## src/rtl/dual_rail_count_source_if.sv

```systemverilog
// Handshake and code-word bundle between the dual-rail count source and its environment.
// master: the count source side. slave: the control and completion-detector side.
interface dual_rail_count_source_if #(
    parameter int WIDTH = 4
);
    logic             en;
    logic             load;
    logic [WIDTH-1:0] load_val;
    logic             ack_in;

    logic             A_t;
    logic             A_f;
    logic             B_t;
    logic             B_f;
    logic             C_t;
    logic             C_f;
    logic             D_t;
    logic             D_f;

    logic [WIDTH-1:0] count_o;
    logic             busy;
    logic             wrap;
    logic             err;

    modport master (
        input  en, load, load_val, ack_in,
        output A_t, A_f, B_t, B_f, C_t, C_f, D_t, D_f,
        output count_o, busy, wrap, err
    );

    modport slave (
        output en, load, load_val, ack_in,
        input  A_t, A_f, B_t, B_f, C_t, C_f, D_t, D_f,
        input  count_o, busy, wrap, err
    );
endinterface

```

## src/rtl/dual_rail_count_source.sv

```systemverilog
// Purpose: 4-bit counter emitting each value as a return-to-zero dual-rail word (A = MSB).
// Latency: word appears 1 cycle after en & !ack_in in S_NULL; one word per 2 cycles with a combinational ack.
// Backpressure: holds data until ack_in=1, holds spacer until ack_in=0. Optional watchdog: ACK_TIMEOUT_EN.
module dual_rail_count_source #(
    parameter int WIDTH          = 4,
    parameter int TIMEOUT_CYCLES = 16
) (
    input  logic                       clk,
    input  logic                       rst,
    dual_rail_count_source_if.master   bus
);
    localparam logic [0:0] S_NULL = 1'b0;
    localparam logic [0:0] S_DATA = 1'b1;

    if (WIDTH != 4) begin : g_width_chk
        $error("dual_rail_count_source: WIDTH must be 4 to pair with the Gray encoder");
    end
    if (TIMEOUT_CYCLES < 1) begin : g_timeout_chk
        $error("dual_rail_count_source: TIMEOUT_CYCLES must be at least 1");
    end

    logic [0:0]       state;
    logic [WIDTH-1:0] count;
    logic [WIDTH-1:0] rail_t;
    logic [WIDTH-1:0] rail_f;
    logic             busy_q;
    logic             wrap_q;
    logic             issue;
    logic             retire;

    // load outranks en; a lingering ack from downstream blocks a new word
    assign issue  = (state == S_NULL) && !bus.load && bus.en && !bus.ack_in;
    assign retire = (state == S_DATA) && bus.ack_in;

    always_ff @(posedge clk) begin
        if (rst) begin
            state  <= S_NULL;
            count  <= '0;
            rail_t <= '0;
            rail_f <= '0;
            busy_q <= 1'b0;
            wrap_q <= 1'b0;
        end else begin
            wrap_q <= 1'b0;
            if ((state == S_NULL) && bus.load) begin
                count <= bus.load_val;
            end
            if (issue) begin
                state  <= S_DATA;
                rail_t <= count;
                rail_f <= ~count;
                busy_q <= 1'b1;
            end
            if (retire) begin
                state  <= S_NULL;
                rail_t <= '0;
                rail_f <= '0;
                busy_q <= 1'b0;
                count  <= count + 1'b1;
                wrap_q <= &count;
            end
        end
    end

    assign bus.A_t     = rail_t[WIDTH-1];
    assign bus.A_f     = rail_f[WIDTH-1];
    assign bus.B_t     = rail_t[WIDTH-2];
    assign bus.B_f     = rail_f[WIDTH-2];
    assign bus.C_t     = rail_t[WIDTH-3];
    assign bus.C_f     = rail_f[WIDTH-3];
    assign bus.D_t     = rail_t[WIDTH-4];
    assign bus.D_f     = rail_f[WIDTH-4];
    assign bus.count_o = count;
    assign bus.busy    = busy_q;
    assign bus.wrap    = wrap_q;

`ifdef ACK_TIMEOUT_EN
    localparam int               WD_W   = $clog2(TIMEOUT_CYCLES + 1);
    localparam logic [WD_W-1:0]  WD_TOP = WD_W'(TIMEOUT_CYCLES);

    logic [WD_W-1:0] wd_cnt;
    logic            waiting;
    logic            err_q;

    // stalled means data not yet acknowledged, or spacer not yet acknowledged
    assign waiting = (state == S_DATA) ? !bus.ack_in : bus.ack_in;

    always_ff @(posedge clk) begin
        if (rst) begin
            wd_cnt <= '0;
            err_q  <= 1'b0;
        end else if (issue || retire) begin
            wd_cnt <= '0;
        end else if (waiting) begin
            if (wd_cnt != WD_TOP) begin
                wd_cnt <= wd_cnt + 1'b1;
            end
            if (wd_cnt == WD_TOP - 1'b1) begin
                err_q <= 1'b1;
            end
        end
    end

    assign bus.err = err_q;
`else
    assign bus.err = 1'b0;
`endif
endmodule

```

## src/flat_wrapper.sv

```systemverilog
// flat-port wrapper written by rule: the top's interface ports become plain ports
module dual_rail_count_source_flat 
#(
    parameter int WIDTH          = 4,
    parameter int TIMEOUT_CYCLES = 16
)
  (clk, rst, bus_en, bus_load, bus_load_val, bus_ack_in, bus_A_t, bus_A_f, bus_B_t, bus_B_f, bus_C_t, bus_C_f, bus_D_t, bus_D_f, bus_count_o, bus_busy, bus_wrap, bus_err);
  dual_rail_count_source_if #(.WIDTH(WIDTH)) bus_i ();
  input  logic clk;
  input  logic rst;
  input wire logic [$bits(bus_i.en)-1:0] bus_en;
  input wire logic [$bits(bus_i.load)-1:0] bus_load;
  input wire logic [$bits(bus_i.load_val)-1:0] bus_load_val;
  input wire logic [$bits(bus_i.ack_in)-1:0] bus_ack_in;
  output wire logic [$bits(bus_i.A_t)-1:0] bus_A_t;
  output wire logic [$bits(bus_i.A_f)-1:0] bus_A_f;
  output wire logic [$bits(bus_i.B_t)-1:0] bus_B_t;
  output wire logic [$bits(bus_i.B_f)-1:0] bus_B_f;
  output wire logic [$bits(bus_i.C_t)-1:0] bus_C_t;
  output wire logic [$bits(bus_i.C_f)-1:0] bus_C_f;
  output wire logic [$bits(bus_i.D_t)-1:0] bus_D_t;
  output wire logic [$bits(bus_i.D_f)-1:0] bus_D_f;
  output wire logic [$bits(bus_i.count_o)-1:0] bus_count_o;
  output wire logic [$bits(bus_i.busy)-1:0] bus_busy;
  output wire logic [$bits(bus_i.wrap)-1:0] bus_wrap;
  output wire logic [$bits(bus_i.err)-1:0] bus_err;
  assign bus_i.en = bus_en;
  assign bus_i.load = bus_load;
  assign bus_i.load_val = bus_load_val;
  assign bus_i.ack_in = bus_ack_in;
  assign bus_A_t = bus_i.A_t;
  assign bus_A_f = bus_i.A_f;
  assign bus_B_t = bus_i.B_t;
  assign bus_B_f = bus_i.B_f;
  assign bus_C_t = bus_i.C_t;
  assign bus_C_f = bus_i.C_f;
  assign bus_D_t = bus_i.D_t;
  assign bus_D_f = bus_i.D_f;
  assign bus_count_o = bus_i.count_o;
  assign bus_busy = bus_i.busy;
  assign bus_wrap = bus_i.wrap;
  assign bus_err = bus_i.err;
  dual_rail_count_source #(.WIDTH(WIDTH), .TIMEOUT_CYCLES(TIMEOUT_CYCLES)) u_core (.clk(clk), .rst(rst), .bus(bus_i));
endmodule
```

## config.mk

```make
export PLATFORM = sky130hd
export DESIGN_NAME = dual_rail_count_source_flat
export DESIGN_NICKNAME = d
export VERILOG_FILES = /design/src/rtl/dual_rail_count_source_if.sv /design/src/rtl/dual_rail_count_source.sv /design/src/flat_wrapper.sv
export SDC_FILE = /design/constraint.sdc
export NUM_CORES = 1
export LEC_CHECK = 0
export ABC_AREA = 1
export CELL_PAD_IN_SITES_DETAIL_PLACEMENT = 1
export CELL_PAD_IN_SITES_GLOBAL_PLACEMENT = 1
export CORE_UTILIZATION = 36
export CTS_BUF_LIST = sky130_fd_sc_hd__clkbuf_16
export CTS_CLUSTER_SIZE = 20
export DETAILED_ROUTE_END_ITERATION = 16
export DONT_BUFFER_PORTS = 1
export GPL_TIMING_DRIVEN = 0
export PLACE_DENSITY = 0.72
export SYNTH_ARGS = -nofsm -noshare
export SYNTH_HDL_FRONTEND = slang
export SYNTH_SLANG_ARGS = --single-unit
```

## constraint.sdc

```tcl
create_clock -name clk -period 1.2 [get_ports clk]
set_input_delay 0.18 -clock clk [delete_from_list [all_inputs] [get_ports clk]]
set_output_delay 0.18 -clock clk [all_outputs]
set_load 0.005 [all_outputs]
```

==> job_summary.md, run 1 <==
### Flow metrics

| Metric | Value |
|---|---|
| Status | `finished, final reports clean` |
| Top cell excl fill/tap | `nand2_1` |
| Post-DP HPWL | `1.13 mm` |
| Invs w/o clock | `12` |
| Clock Power | `0.627 mW` |
| Largest net degree at the start of global routing | `10` |
| # diodes | `0` |
| Post-CTS Hold Fix Bufs | `1` |
| Clk slew on worst S/H paths | `50 ps` |
| Global-route wire length before repair | `2.53 mm` |
| GRT overflow | `0` |
| Initial antenna violation count | `0` |
| Critical Path Start | `u_core.bus.count_o[1]$_SDFFE_PP0P_` |
| Met2 WL | `736 um` |
| Vias in the first global route | `576` |
| Async S/R FF share, synth | `0` |
| Met1 Use GR | `0.218` |
| Post-Syn Area | `674 um^2` |
| Area growth syn-to-layout | `20.4%` |
| Clock Power Share | `0.499` |
| Well Taps | `25` |
| Top Usage Layer GRT | `met2` |
| All-layer global routing usage | `0.177` |
| Comb area | `342 um^2` |
| Met3 wire len | `111 um` |
| Tally of yosys warning messages | `0` |
| Mean area per synthesized cell | `7.49 um^2` |
| Reg2Reg Depth | `4` |
| Highest-power group | `clock` |
| Init Core Util | `0.386` |
| Clk buf depth | `2` |
| Flip-flops with a built-in enable | `0` |
| # IOs | `24` |
| Max Cap Viol | `0` |
| R2r setup slk | `90 ps` |
| RSZ-0062 raised after global routing | `false` |
| Buffering overhead | `0.0385` |
| Die area | `2050 um^2` |
| CTS tree | `built` |
| Setup CP Type | `reg2reg` |
| Cell type with the largest total area | `dfxtp_1` |
| Syn Inst Count | `90` |
| # DRC | `0` |
| Layout Nets | `107` |
| R2R Path End | `u_core.bus.count_o[2]$_SDFFE_PP0P_` |
| Via count | `582` |
| Top area contributor share | `0.416` |
| Combinational Power Share | `0.090` |
| Root Driver | `clkbuf_16` |
| Cts repair resizes | `1` |
| Sequential cell power | `0.517 mW` |
| Clk cell area share | `0.0971` |
| Yosys stat area | `674 um^2` |
| Core area | `1750 um^2` |
| CTS Buf Count | `3` |
| Post-DRT Antenna Nets | `0` |
| H-tree depth | `1` |
| Drt pass-1 iters | `3` |
| Count of final setup violators | `0` |
| Grt met3 use | `0.0560` |
| Cell Type Count | `24` |
| Int Pwr | `0.973 mW` |
| Multi-input combinational area share | `0.421` |
| Finished Core Util | `0.465` |
| Total nets after synthesis | `100` |
| Port Buffers | `0` |
| Sw Share | `0.226` |
| DRT iter0 DRCs | `4` |
| Startpoint types | `flop` |
| Hold crit path type | `in2reg` |
| DIE WIDTH | `45.3 um` |
| Fmax | `0.902 GHz` |
| Pwr/cell area | `1550 nW/um^2` |
| Final RePlAce weighted congestion | `0.767` |
| Routed wire length | `1.56 mm` |
| Via/cell ratio | `4.81` |
| Storage element area | `283 um^2` |
| Drt wl/cell | `12.9 um` |
| Worst setup endpoint | `u_core.bus.count_o[2]$_SDFFE_PP0P_` |
| Met2 usage | `0.275` |
| Fin Hold WS | `16.2 ps` |
| Synth top area cells | `dfxtp_1 (42%), nand2_1 (11%), a21oi_1 (8.2%)` |
| Flops | `14` |
| Flops after synth | `14` |
| Tool Warnings | `26` |
| # Cells Yosys | `90` |
| VDD IR max | `590 uV` |
| Fraction of layout instances using a drive strength above 1 | `0.240` |
| Setup Buffers After CTS | `0` |
| Comb pwr | `0.114 mW` |
| Clk_lat worst skew | `240 ps` |
| Register share after synthesis | `0.416` |
| CP Max Fanout | `5` |
| Max Slew Vio Count | `0` |
| Non-CTS buffers | `4` |
| Comb gates | `62` |
| Most frequent cells in the layout | `nand2_1 (19), dfxtp_1 (12), a21oi_1 (11), inv_1 (8), nand4_1 (6)` |
| Highest routed layer | `met4` |
| Hold path startpoint | `rst` |
| Worst Path Required | `1330 ps` |
| Critical R2R Launch | `u_core.bus.count_o[1]$_SDFFE_PP0P_` |
| Clock buf count | `3` |
| Hold Fails Final Rpt | `0` |
| Lkg Pwr | `0.336 nW` |
| # clock sinks | `14` |
| Die height | `45.3 um` |
| Top class by area | `logic gates` |
| Period utilisation layout | `0.924` |
| Seq pwr share | `0.411` |
| Min cycle time layout | `1110 ps` |
| Dominant Register Cell | `dfxtp_1` |
| Crit end category | `flop` |
| Critical path arrival | `1240 ps` |
| P_sw | `0.284 mW` |
| Met1 wire length | `695 um` |
| Post-Route Skew | `3.17 ps` |
run 1: critical path, cell delays in order, from the launching register on:
cell	delay (ps)
dfxtp_1	360
ha_1	230
or2_2	270
nand3_1	70
a21oi_1	60
run 1: registers in the layout (all words and copies together) (netlist names):
signal              count
u_core.bus.count_o      4
u_core.rail_f           4
u_core.rail_t           4
u_core.bus.wrap         1
u_core.state            1
run 1: cell usage after synthesis (2+ instances only):
cell type,number
nand4_1,6
nor2_1,5
inv_1,8
a21oi_1,11
dfxtp_1,14
o21ai_0,2
nand2_2,6
nor2_2,2
inv_2,3
nand2_1,19
run 1: through the flow:
stage | power, mW | setup WS (ps) | TNS [ps] | cells | instance area, um^2
6_report | 1.26 | 91.4 | 0 | 121 | 812
5_1_grt | 1.32 | 11.2 | 0 | 121 | 812
4_1_cts | 1.27 | 45.8 | 0 | 120 | 796
3_5_place_dp | 0.631 | -16.8 | -57.5 | 115 | 706
3_3_place_gp | 0.627 | 7.02 | 0 | 115 | 706
2_1_floorplan | 0.607 | 161 | 0 | 90 | 674
run 1: worst min path at each step:
stage / endpoint / slack [ps] / depth (start not counted)
4_1_cts: u_core.state$_SDFFE_PP0P_ / 4 / 1
6_report: u_core.bus.wrap$_SDFF_PP0_ / 20 / 1
3_5_place_dp: u_core.bus.count_o[1]$_SDFFE_PP0P_ / 240 / 1
2_1_floorplan: u_core.bus.count_o[1]$_SDFFE_PP0P_ / 240 / 1
3_3_place_gp: u_core.bus.count_o[1]$_SDFFE_PP0P_ / 240 / 1
5_1_grt: u_core.bus.wrap$_SDFF_PP0_ / 8 / 1
run 1: cells by family (layout without fill, tap and decap cells):
family	count (synthesis)	in the layout	synth area share
simple gates	45	45	0.358
buf+inv	14	20	0.0853
other cells	1	1	0.00556
fa+ha+maj	1	1	0.0185
flops	14	14	0.416
compound gates	15	15	0.117
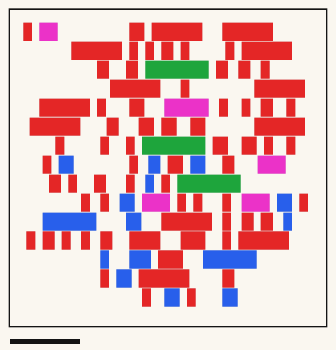
Fig. 1. Cell sizes after repair (run 1).
The bar under the picture is 10 um long.
_0 and _1 cells -> red  # cells 73, most used nand2_1
_6 and larger -> green  # cells 3, most used clkbuf_16
_3 and _4 cells -> magenta  # cells 5, most used nand2_4
_2 cells -> blue  # cells 15, most used nand2_2

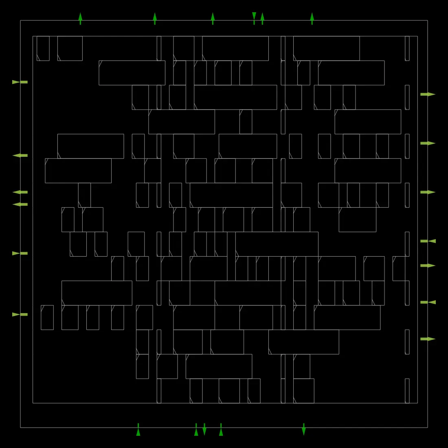
Fig. 2. Cell outlines without signal wires (run 1).
row cnt: 15
Layout fillers: 231
flop share of the area: 0.348

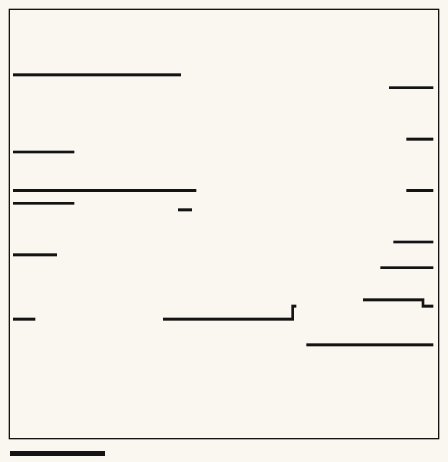
Fig. 3. The metal 3 layer (run 1).
The bar under the picture is 10 um long.
share of all routed wire = 7.1%
nets with wire on the layer = 14
longest straight run = 19.1 um

==> inputs of run 2 (changes only) <==
CORE_MARGIN = 4   (was unset)
CTS_CLUSTER_SIZE = unset   (was 20)
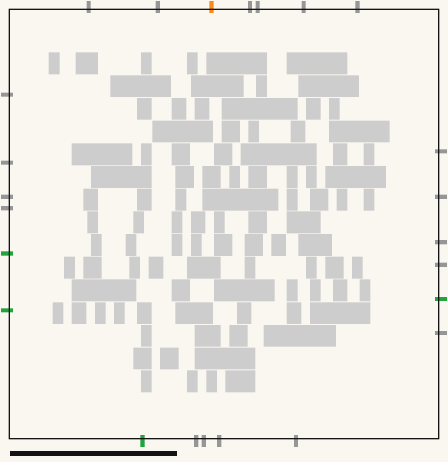
Fig. 4. Pin placement (run 2).
The bar under the picture is 20 um long. Pins as bars across the die edge, other pins in grey.
`bus_D_f` -> orange  # pins 1, direction output, edge top
`bus_load_val` -> green  # pins 4, direction input, edge 2 left, 1 bottom, 1 right
all pins by edge = 7 top, 6 right, 6 left, 5 bottom
DIE WIDTH: 51.3 um
Port Buffers: 0

==> job_summary.md, run 2 <==
### Flow metrics

| Metric | Value |
|---|---|
| Fraction of layout instances using a drive strength above 1 | `0.242` |
| Met2 WL | `806 um` |
| Non-filler cells in the finished layout | `120` |
| Comb pwr | `0.112 mW` |
| Seq pwr share | `0.411` |
| Layout Nets | `106` |
| Drt pass-1 iters | `4` |
| Crit end category | `flop` |
| # diodes | `0` |
| Initial antenna violation count | `0` |
| Finished Core Util | `0.461` |
| Tool Warnings | `26` |
| Hold Fails Final Rpt | `0` |
| GRT overflow | `0` |
| Top logic family | `simple AND/OR/NAND/NOR gates` |
| Worst Path Required | `1330 ps` |
| Clk buf depth | `2` |
| Post-DP HPWL | `1.23 mm` |
| Lkg Pwr | `0.332 nW` |
| Routed wire length | `1.64 mm` |
| Dominant Register Cell | `dfxtp_1` |
| Grt met3 use | `0.0496` |
| All-layer global routing usage | `0.134` |
| Min cycle time layout | `1100 ps` |
| Worst setup endpoint | `u_core.bus.count_o[2]$_SDFFE_PP0P_` |
| Init Core Util | `0.386` |
| Status | `finished, final reports clean` |
| Via count | `585` |
| Row cnt | `15` |
| Highest-power group | `clock` |
| P_sw | `0.286 mW` |
| Clock Power | `0.628 mW` |
| CTS Buf Count | `3` |
| Top cell excl fill/tap | `nand2_1` |
| DP Cell Count | `115` |
| Die area | `2630 um^2` |
| Via/cell ratio | `4.88` |
| Top area contributor share | `0.416` |
| Setup TNS | `0 ps` |
| Mean area per synthesized cell | `7.49 um^2` |
| Flops after synth | `14` |
| Tally of yosys warning messages | `0` |
| Fmax | `0.906 GHz` |
| Max Cap Viol | `0` |
| H-tree depth | `1` |
| Fin Hold WS | `14.5 ps` |
| # Cells Yosys | `90` |
| Simple-Gate Area Share | `0.358` |
| Crit path cell chain | `ha_1 > or2_2 > nand3_1 > a21oi_1` |
| VDD IR max | `593 uV` |
| Pwr/cell area | `1560 nW/um^2` |
| Post-Route Skew | `2.85 ps` |
| Synth cell count leaders | `nand2_1 (19), dfxtp_1 (14), a21oi_1 (11)` |
| Largest net degree at the start of global routing | `10` |
| Cell type with the largest total area | `dfxtp_1` |
| Critical path arrival | `1230 ps` |
| Met3 wire len | `126 um` |
| RSZ-0062 raised after global routing | `false` |
| Max incr delay on CP | `370 ps` |
| Post-route cell area | `805 um^2` |
-- run 2: cell count changes in the layout (fill, tap and decap cells not counted), sizes merged --
cell,before,now
dlygate4sd3,2,1
-- run 2: timing repair --
action | 4_1_cts | 5_1_grt
hold endpoints to repair | 2 | 0
gates resized | 1 | 3
setup buffers | 0 | 0
hold buffers | 1 | 0
setup endpoints to repair | 7 | 4
cloned | 0 | 0
-- run 2: layout make-up --
class / count / area [um^2] / share of cell area
multi-input combinational: 62 / 342 / 0.425
sequential: 14 / 285 / 0.355
clock buffer: 3 / 75.1 / 0.0933
inverter: 12 / 46.3 / 0.0575
tap: 25 / 31.3 / 0.0389
buffer: 2 / 11.3 / 0.0140
timing repair buffer: 1 / 10.0 / 0.0124
clock inverter: 1 / 3.75 / 0.00467
-- run 2: critical path, delay by kind of cell (launching register included) --
kind	cells	cell delay (ps)
adders and majority gates	1	220
DFF	1	370
and+or+nand+nor	2	340
AOI/OAI and AO/OA	1	60
-- run 2: worst min-delay path by stage --
stage / start / endpoint / slack (ps) / depth (start not counted)
after floorplan: rst / u_core.bus.count_o[1]$_SDFFE_PP0P_ / 240 / 1
after global placement: rst / u_core.bus.count_o[1]$_SDFFE_PP0P_ / 240 / 1
after detailed placement: rst / u_core.bus.count_o[1]$_SDFFE_PP0P_ / 240 / 1
after CTS: rst / u_core.bus.wrap$_SDFF_PP0_ / 10 / 1
after global routing: rst / u_core.bus.wrap$_SDFF_PP0_ / 10 / 1
final: rst / u_core.bus.wrap$_SDFF_PP0_ / 10 / 1
-- run 2: cell families (layout without fill, tap and decap cells) --
group	count (synthesis)	in the layout
AOI/OAI and AO/OA	15	15
adders and majority gates	1	1
buffers and inverters	14	19
DFF	14	14
other	1	1
and+or+nand+nor	45	45
==> inputs of run 3 (changes only) <==
CORE_UTILIZATION = 40   (was 36)
PLACE_DENSITY = 0.78   (was 0.72)
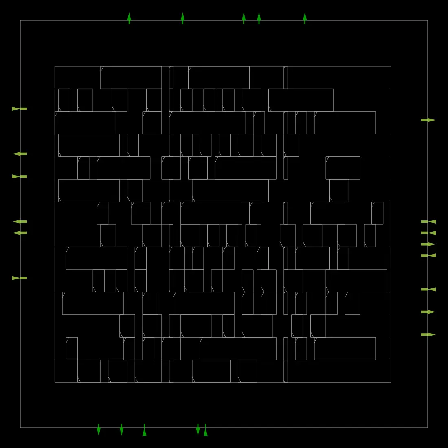
Fig. 5. Cell outlines without signal wires (run 3).
Flops: 14
core area: 1540 um^2
row cnt: 14

==> job_summary.md, run 3 <==
### Flow metrics

| Metric | Value |
|---|---|
| Status | `finished, final reports clean` |
| CTS tree | `built` |
| GRT overflow | `0` |
| Critical path arrival | `1270 ps` |
| Die area | `2410 um^2` |
| All-layer global routing usage | `0.177` |
| Tally of yosys warning messages | `0` |
| Highest-delay cell along the critical path | `dfxtp_1` |
| Crit path cell chain | `ha_1 > or2_2 > nand3_1 > a21oi_1` |
| Cell Type Count | `24` |
| # IOs | `24` |
| Period utilisation layout | `0.949` |
| Most frequent cells in the layout | `nand2_1 (19), dfxtp_1 (13), a21oi_1 (11), inv_1 (8), nand4_1 (6)` |
| Clk buf depth | `2` |
| Hold Fails Final Rpt | `0` |
| Setup CP Type | `reg2reg` |
| CP Max Fanout | `6` |
| Pwr Total | `1.29 mW` |
| Worst Path Buf+Inv | `0` |
| Total nets after synthesis | `100` |
| Critical Path Start | `u_core.bus.count_o[0]$_SDFFE_PP0P_` |
| # Cells Yosys | `90` |
| Max incr delay on CP | `370 ps` |
| Hold path endpoint | `u_core.bus.wrap$_SDFF_PP0_` |
| Async S/R FF share, synth | `0` |
| Via count | `635` |
| Critical R2R Launch | `u_core.bus.count_o[0]$_SDFFE_PP0P_` |
| Top Usage Layer GRT | `met2` |
| Layout Nets | `107` |
| Initial antenna violation count | `0` |
| Drt wl/cell | `17.2 um` |
| Synth cell count leaders | `nand2_1 (19), dfxtp_1 (14), a21oi_1 (11)` |
| R2R Path End | `u_core.bus.count_o[2]$_SDFFE_PP0P_` |
| Met1 Use GR | `0.212` |
| Largest net degree at the start of global routing | `10` |
| Post-Syn Area | `674 um^2` |
| Syn Inst Count | `90` |
| Worst Path Required | `1330 ps` |
| Root Driver | `clkbuf_16` |
| Yosys stat area | `674 um^2` |
| Final RePlAce weighted congestion | `0.710` |
| Startpoint types | `flop` |
| RSZ-0062 raised after global routing | `false` |
| CTS Buf Count | `3` |
| Grt met3 use | `0.0581` |
| Max Cap Viol | `0` |
| Post-DRT Antenna Nets | `0` |
| Tool Warnings | `26` |
| Count of final setup violators | `0` |
| Dominant Register Cell | `dfxtp_1` |
| Die height | `49.1 um` |
| Met2 usage | `0.277` |
| VDD IR max | `868 uV` |
| Crit. path cell count | `4` |
| Top area contributor share | `0.416` |
| Drt pass-1 iters | `4` |
| Crit end category | `flop` |
| Hold path startpoint | `rst` |
| DRT iter0 DRCs | `13` |
| R2r setup slk | `60 ps` |
| Fin Hold WS | `11.5 ps` |
| Cell family with most CP delay | `flip-flops` |
| Post-Route Skew | `1.27 ps` |
| Reg2Reg Depth | `4` |
| Init Core Util | `0.438` |
| Fraction of layout instances using a drive strength above 1 | `0.229` |
| Top cell excl fill/tap | `nand2_1` |
| Clk_lat worst skew | `240 ps` |
| Routed wire length | `1.93 mm` |
| Max Slew Vio Count | `0` |
| Register share after synthesis | `0.416` |
| Hold depth | `1` |
| Cell type with the largest total area | `dfxtp_1` |
| Area growth syn-to-layout | `18.6%` |
| Global-route wire length before repair | `3.33 mm` |
| Synth top area cells | `dfxtp_1 (42%), nand2_1 (11%), a21oi_1 (8.2%)` |
| Setup TNS | `0 ps` |
| Most frequent cell after synthesis | `nand2_1` |
| Flops after synth | `14` |
| Clk slew on worst S/H paths | `50 ps` |
| Post-DP HPWL | `1.28 mm` |
| Via/cell ratio | `5.67` |
| H-tree depth | `1` |
| Mean area per synthesized cell | `7.49 um^2` |
| # diodes | `0` |
| Port Buffers | `0` |
| Fmax | `0.878 GHz` |
| Vias in the first global route | `703` |
| Min cycle time layout | `1140 ps` |
| Pwr/cell area | `1610 nW/um^2` |
| Hold crit path type | `in2reg` |
| Setup Buffers After CTS | `0` |
| # DRC | `0` |
| # clock sinks | `14` |
| DIE WIDTH | `49.1 um` |
| Worst setup endpoint | `u_core.bus.count_o[2]$_SDFFE_PP0P_` |
| Lkg Pwr | `0.336 nW` |
| Flip-flops with a built-in enable | `0` |
==> run 3: cell types whose count changed in the layout (fill, tap and decap cells not counted), sizes merged <==
cell and delta:
dlygate4sd3 +1
==> run 3: cells by family (layout without fill, tap and decap cells) <==
logic type,count (synthesis),in the layout,share of synthesized area
other,1,1,0.00556
and+or+nand+nor,45,45,0.358
buffers and inverters,14,20,0.0853
adders and majority gates,1,1,0.0185
DFF,14,14,0.416
AOI/OAI and AO/OA,15,15,0.117
==> run 3: per-stage QoR <==
stage          utilization  std cells  setup WS, ps  area, um^2
4_1_cts              0.509        111          50.0         785
3_3_place_gp         0.450        106          34.8         694
3_5_place_dp         0.450        106          7.40         694
5_1_grt              0.519        112          6.76         800
6_report             0.519        112          60.8         800
2_1_floorplan            -         90           161         674
==> run 3: power breakdown <==
part / switching (mW) / internal (mW)
clock: 0.204 / 0.442
sequential: 0.0291 / 0.488
combinational: 0.0776 / 0.0445
==> run 3: cell type report <==
type | count | area (um^2)
fillers | 194 | 742
well taps | 16 | 20.0
clock inverters | 1 | 3.75
clock buffers | 3 | 75.1
multi-input cells | 62 | 342
repair buffers | 2 | 20.0
plain buffers | 2 | 11.3
inverters | 12 | 46.3
flip-flops and latches | 14 | 282
==> run 3: what timing repair did <==
action | 4_1_cts | 5_1_grt
setup endpoints to repair | 7 | 6
hold endpoints to repair | 1 | 1
resized | 1 | 2
hold buffers | 1 | 1
pin swaps | 0 | 0
==> run 3: layer usage <==
layer / part of all wire / up-vias
met2: 0.47 / 30
met4: 0.019 / 0
li1: - / 306
met1: 0.43 / 294
met5: 0 / -
met3: 0.077 / 5

## Gallery

Wiring by layer.
Plate I
The bar under the picture is 10 um long.
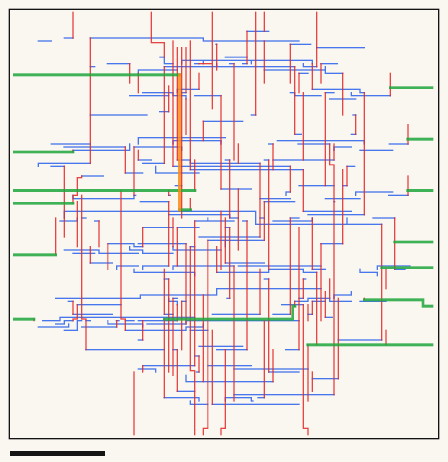
Plate II
The bar under the picture is 20 um long.
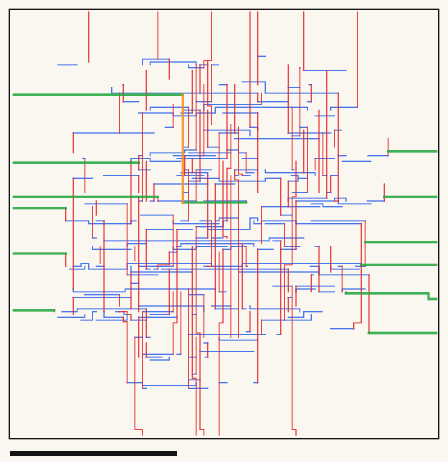
Plate III
The bar under the picture is 10 um long.
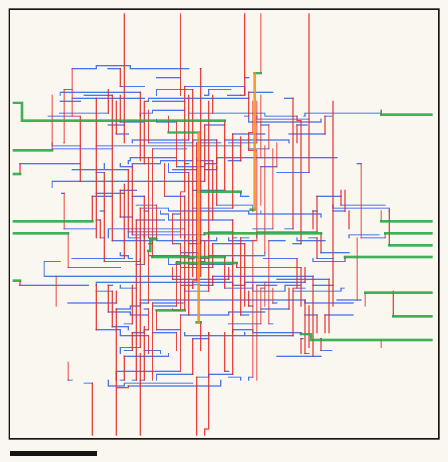
Run 2 is Plate II.
Run 3 is Plate III.
Run 1 is Plate I.

Key to Plate III:
metal 2 -> red  # wire length 910 um
metal 1 -> blue  # wire length 828 um
metal 4 -> orange  # wire length 37.4 um
metal 3 -> green  # wire length 150 um

Power figures rest on the tool's default switching activity, not on a simulated workload.
